`config.mk`:
```
export PLATFORM = sky130hd
export DESIGN_NAME = fifo_rr_push_arb_flat
export DESIGN_NICKNAME = d
export VERILOG_FILES = /design/src/rtl/fifo_rr_push_arb_if.sv /design/src/rtl/fifo_rr_push_arb.sv /design/src/flat_wrapper.sv
export SDC_FILE = /design/constraint.sdc
export NUM_CORES = 1
export LEC_CHECK = 0
export CAP_MARGIN = 20
export CORE_ASPECT_RATIO = 1.4
export CORE_MARGIN = 4
export CORE_UTILIZATION = 35
export DETAILED_ROUTE_END_ITERATION = 10
export SLEW_MARGIN = 25
export SYNTH_ARGS = -nofsm -noshare
export SYNTH_HDL_FRONTEND = slang
export SYNTH_SLANG_ARGS = --single-unit
```
`constraint.sdc`:
```
create_clock -name clk -period 8.1 [get_ports clk]
set_input_delay 2.025 -clock clk [delete_from_list [all_inputs] [get_ports clk]]
set_output_delay 2.025 -clock clk [all_outputs]
set_load 0.02 [all_outputs]
```
`src/rtl/fifo_rr_push_arb_if.sv`:
```
// Bundle between a set of requesters and the shared FIFO push port, plus the
// arbiter's registered state exported for observation.
interface fifo_rr_push_arb_if #(
    parameter int NUM_REQ    = 4,
    parameter int FIFO_WIDTH = 8
) ();
    // Handshake: req[i] is requester i's valid and gnt[i] its ready; a word moves
    // only in a cycle where both are high, and req/data must hold until then.
    logic [NUM_REQ-1:0]            req;
    logic [NUM_REQ*FIFO_WIDTH-1:0] req_data;
    logic [NUM_REQ-1:0]            gnt;
    logic                          full;
    logic                          push;
    logic [FIFO_WIDTH-1:0]         push_data;
    logic [2:0]                    grant_id;
    logic [15:0]                   grant_cnt;
    logic                          dbg_state;      // 1 = BURST, 0 = IDLE
    logic [2:0]                    dbg_owner;
    logic [3:0]                    dbg_burst_cnt;

    modport master (
        output req, req_data, full,
        input  gnt, push, push_data, grant_id, grant_cnt,
               dbg_state, dbg_owner, dbg_burst_cnt
    );

    modport slave (
        input  req, req_data, full,
        output gnt, push, push_data, grant_id, grant_cnt,
               dbg_state, dbg_owner, dbg_burst_cnt
    );
endinterface

```
`src/rtl/fifo_rr_push_arb.sv`:
```
// Round-robin arbiter merging NUM_REQ requesters onto one FIFO push port, with
// bounded bursts to the current owner and a zero-latency combinational grant.
module fifo_rr_push_arb #(
    parameter int NUM_REQ    = 4,
    parameter int FIFO_WIDTH = 8,
    parameter int BURST_LEN  = 2
) (
    input  logic               clk,
    input  logic               rstn,
    fifo_rr_push_arb_if.slave  bus
);
    typedef enum logic {IDLE = 1'b0, BURST = 1'b1} state_t;

    state_t      state, state_nxt;
    logic [2:0]  owner, owner_nxt;
    logic [3:0]  burst_cnt, burst_nxt;
    logic [15:0] grant_cnt;

    logic [7:0]            req_pad;
    logic [FIFO_WIDTH-1:0] data_arr [8];
    logic                  any_req;
    logic                  others_req;
    logic                  keep_owner;
    logic [2:0]            search_idx;
    logic [2:0]            grant_idx;
    logic                  push_int;

    assign req_pad = 8'(bus.req);

    for (genvar i = 0; i < 8; i++) begin : g_data
        if (i < NUM_REQ) begin : g_real
            assign data_arr[i] = bus.req_data[i*FIFO_WIDTH +: FIFO_WIDTH];
        end else begin : g_absent
            assign data_arr[i] = '0;
        end
    end

    assign any_req    = |req_pad;
    assign others_req = |(req_pad & ~(8'd1 << owner));
    assign keep_owner = (state == BURST) && req_pad[owner] &&
                        ((burst_cnt < 4'(BURST_LEN)) || !others_req);

    // Cyclic search from owner+1; the owner itself is the last candidate.
    always_comb begin : arb_search
        logic       hit;
        logic [3:0] cand;
        hit        = 1'b0;
        cand       = '0;
        search_idx = '0;
        for (int k = 1; k <= NUM_REQ; k++) begin
            cand = {1'b0, owner} + 4'(k);
            if (cand >= 4'(NUM_REQ)) cand = cand - 4'(NUM_REQ);
            if (!hit && req_pad[cand[2:0]]) begin
                hit        = 1'b1;
                search_idx = cand[2:0];
            end
        end
    end

    assign grant_idx = keep_owner ? owner : search_idx;
    assign push_int  = rstn && any_req && !bus.full;

    always_ff @(posedge clk) begin
        if (!rstn) begin
            state     <= IDLE;
            owner     <= 3'(NUM_REQ - 1);
            burst_cnt <= '0;
            grant_cnt <= '0;
        end else begin
            state     <= state_nxt;
            owner     <= owner_nxt;
            burst_cnt <= burst_nxt;
            if (push_int) grant_cnt <= grant_cnt + 16'd1;
        end
    end

    // A blocked cycle (full with requests pending) leaves everything untouched.
    always_comb begin
        state_nxt = state;
        owner_nxt = owner;
        burst_nxt = burst_cnt;
        if (!any_req) begin
            state_nxt = IDLE;
            burst_nxt = '0;
        end else if (!bus.full) begin
            state_nxt = BURST;
            owner_nxt = grant_idx;
            if (grant_idx == owner) begin
                burst_nxt = (burst_cnt >= 4'(BURST_LEN)) ? 4'(BURST_LEN)
                                                         : burst_cnt + 4'd1;
            end else begin
                burst_nxt = 4'd1;
            end
        end
    end

    always_comb begin
        bus.push      = push_int;
        bus.grant_id  = push_int ? grant_idx : 3'd0;
        bus.push_data = push_int ? data_arr[grant_idx] : '0;
        for (int i = 0; i < NUM_REQ; i++) begin
            bus.gnt[i] = push_int && (grant_idx == 3'(i));
        end
    end

    assign bus.grant_cnt     = grant_cnt;
    assign bus.dbg_state     = (state == BURST);
    assign bus.dbg_owner     = owner;
    assign bus.dbg_burst_cnt = burst_cnt;
endmodule

```
`src/flat_wrapper.sv`:
```
// flat-port wrapper written by rule: the top's interface ports become plain ports
module fifo_rr_push_arb_flat 
#(
    parameter int NUM_REQ    = 4,
    parameter int FIFO_WIDTH = 8,
    parameter int BURST_LEN  = 2
)
  (clk, rstn, bus_req, bus_req_data, bus_full, bus_gnt, bus_push, bus_push_data, bus_grant_id, bus_grant_cnt, bus_dbg_state, bus_dbg_owner, bus_dbg_burst_cnt);
  fifo_rr_push_arb_if #(.NUM_REQ(NUM_REQ), .FIFO_WIDTH(FIFO_WIDTH)) bus_i ();
  input  logic clk;
  input  logic rstn;
  input wire logic [$bits(bus_i.req)-1:0] bus_req;
  input wire logic [$bits(bus_i.req_data)-1:0] bus_req_data;
  input wire logic [$bits(bus_i.full)-1:0] bus_full;
  output wire logic [$bits(bus_i.gnt)-1:0] bus_gnt;
  output wire logic [$bits(bus_i.push)-1:0] bus_push;
  output wire logic [$bits(bus_i.push_data)-1:0] bus_push_data;
  output wire logic [$bits(bus_i.grant_id)-1:0] bus_grant_id;
  output wire logic [$bits(bus_i.grant_cnt)-1:0] bus_grant_cnt;
  output wire logic [$bits(bus_i.dbg_state)-1:0] bus_dbg_state;
  output wire logic [$bits(bus_i.dbg_owner)-1:0] bus_dbg_owner;
  output wire logic [$bits(bus_i.dbg_burst_cnt)-1:0] bus_dbg_burst_cnt;
  assign bus_i.req = bus_req;
  assign bus_i.req_data = bus_req_data;
  assign bus_i.full = bus_full;
  assign bus_gnt = bus_i.gnt;
  assign bus_push = bus_i.push;
  assign bus_push_data = bus_i.push_data;
  assign bus_grant_id = bus_i.grant_id;
  assign bus_grant_cnt = bus_i.grant_cnt;
  assign bus_dbg_state = bus_i.dbg_state;
  assign bus_dbg_owner = bus_i.dbg_owner;
  assign bus_dbg_burst_cnt = bus_i.dbg_burst_cnt;
  fifo_rr_push_arb #(.NUM_REQ(NUM_REQ), .FIFO_WIDTH(FIFO_WIDTH), .BURST_LEN(BURST_LEN)) u_core (.clk(clk), .rstn(rstn), .bus(bus_i));
endmodule
```
Fig. 1: track usage over the die
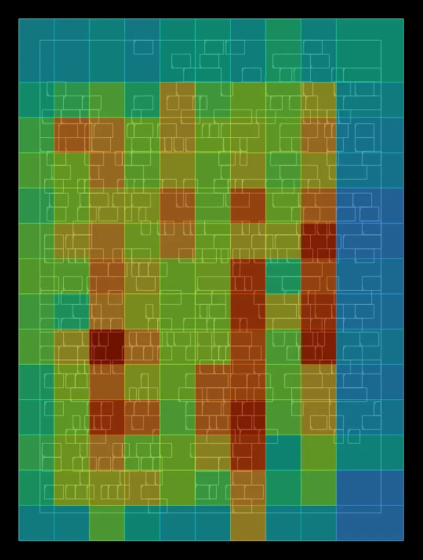
DR WL/cell: 15.3 um
met1 layer usage reported by global route: 0.205
total track usage: 0.172
met2 usage: 0.295

Fig. 2: metal 1
Bar = 20 um. Supply wires on this layer in gray.
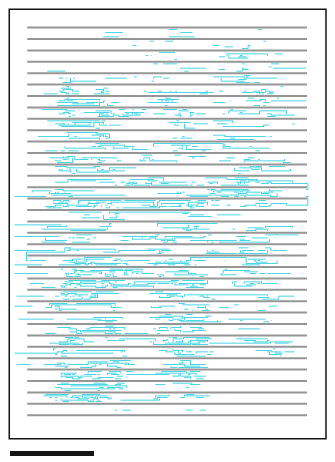
- share of all routed wire: 40%
- wire length on this layer: 2680 um
- longest straight run: 19.8 um
- nets with wire on the layer: 338
- main direction: horizontal

==> impl_metrics.yaml <==
# implementation run metrics
timing:
  hold_slack_ns: 0.458
detailed_routing:
  initialDrtViolationCount: 59
  first_pass_iters: 4
critical_path:
  kind_of_end_point_of_the_critical_path: "output pin"
  critPathMaxFanout: 22
  crit_end: "bus_push_data[2]"
  worst_ep_arrival_time_ns: 5.14
hold_path:
  min-delay-start: "u_core.bus.dbg_burst_cnt[3]"
synth:
  synth_async_sr_flop_share: 0
  netlist_area_mm2: 0.00221
  area_leaders: "sky130_fd_sc_hd__dfxtp_1 (22%), sky130_fd_sc_hd__nand2_1 (7.1%), sky130_fd_sc_hd__a21oi_1 (6.3%)"
  dominantRegCellSynth: "sky130_fd_sc_hd__dfxtp_1"
final_layout:
  final_common_cell: "sky130_fd_sc_hd__clkdlybuf4s50_1"
  largest_register_ff_count: 16
  syn2layout_area_growth_pct: 39.4
  insertedDiodeCount: 0
cts:
  clock_tree.buffer_depth: 2
  cts-hold-fix-buffers: 0
  htreeDepth: 1
placement:
  detailedPlacementHpwl_um: 5180
pwr:
  max-vdd-ir-drop_mv: 0.0601
  static-leakage-power_nw: 1.19
run_status:
  status: "finished clean"
floorplanning:
  number_of_placement_rows: 34
Fig. 3: M3 wires
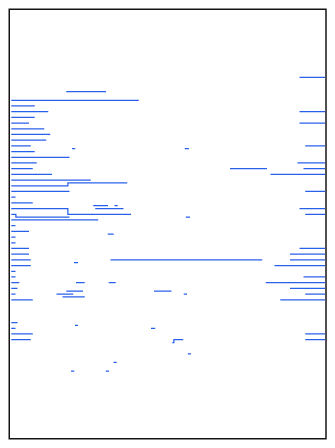
- nets with wire on the layer: 76
- main direction: horizontal
- share of all routed wire: 8.0%
- wire length on this layer: 529 um

## cell type report
| cell class | instances | share of cell area |
|---|---|---|
| sequential | 24 | 0.156 |
| inverter | 10 | 0.0122 |
| timing repair buffer | 81 | 0.259 |
| clock buffer | 3 | 0.0134 |
| clock inverter | 1 | 0.00972 |
| multi-input combinational | 243 | 0.521 |
| tap | 72 | 0.0292 |
## power by group through the flow
stage          logic (mW)  registers, mW  clock network (mW)
6_report            0.280          0.132               0.104
5_1_grt             0.306          0.133               0.111
4_1_cts             0.281          0.132               0.107
3_5_place_dp        0.280          0.135                   0
3_3_place_gp        0.279          0.135                   0
2_1_floorplan       0.193          0.133                   0
## cell families after synthesis
logic type / Yosys count
xor+xnor: 13
mux: 16
fa+ha+maj: 9
other cells: 1
buf+inv: 27
simple gates: 115
flops: 24
compound gates: 89
Power and IR drop assume default switching activity.
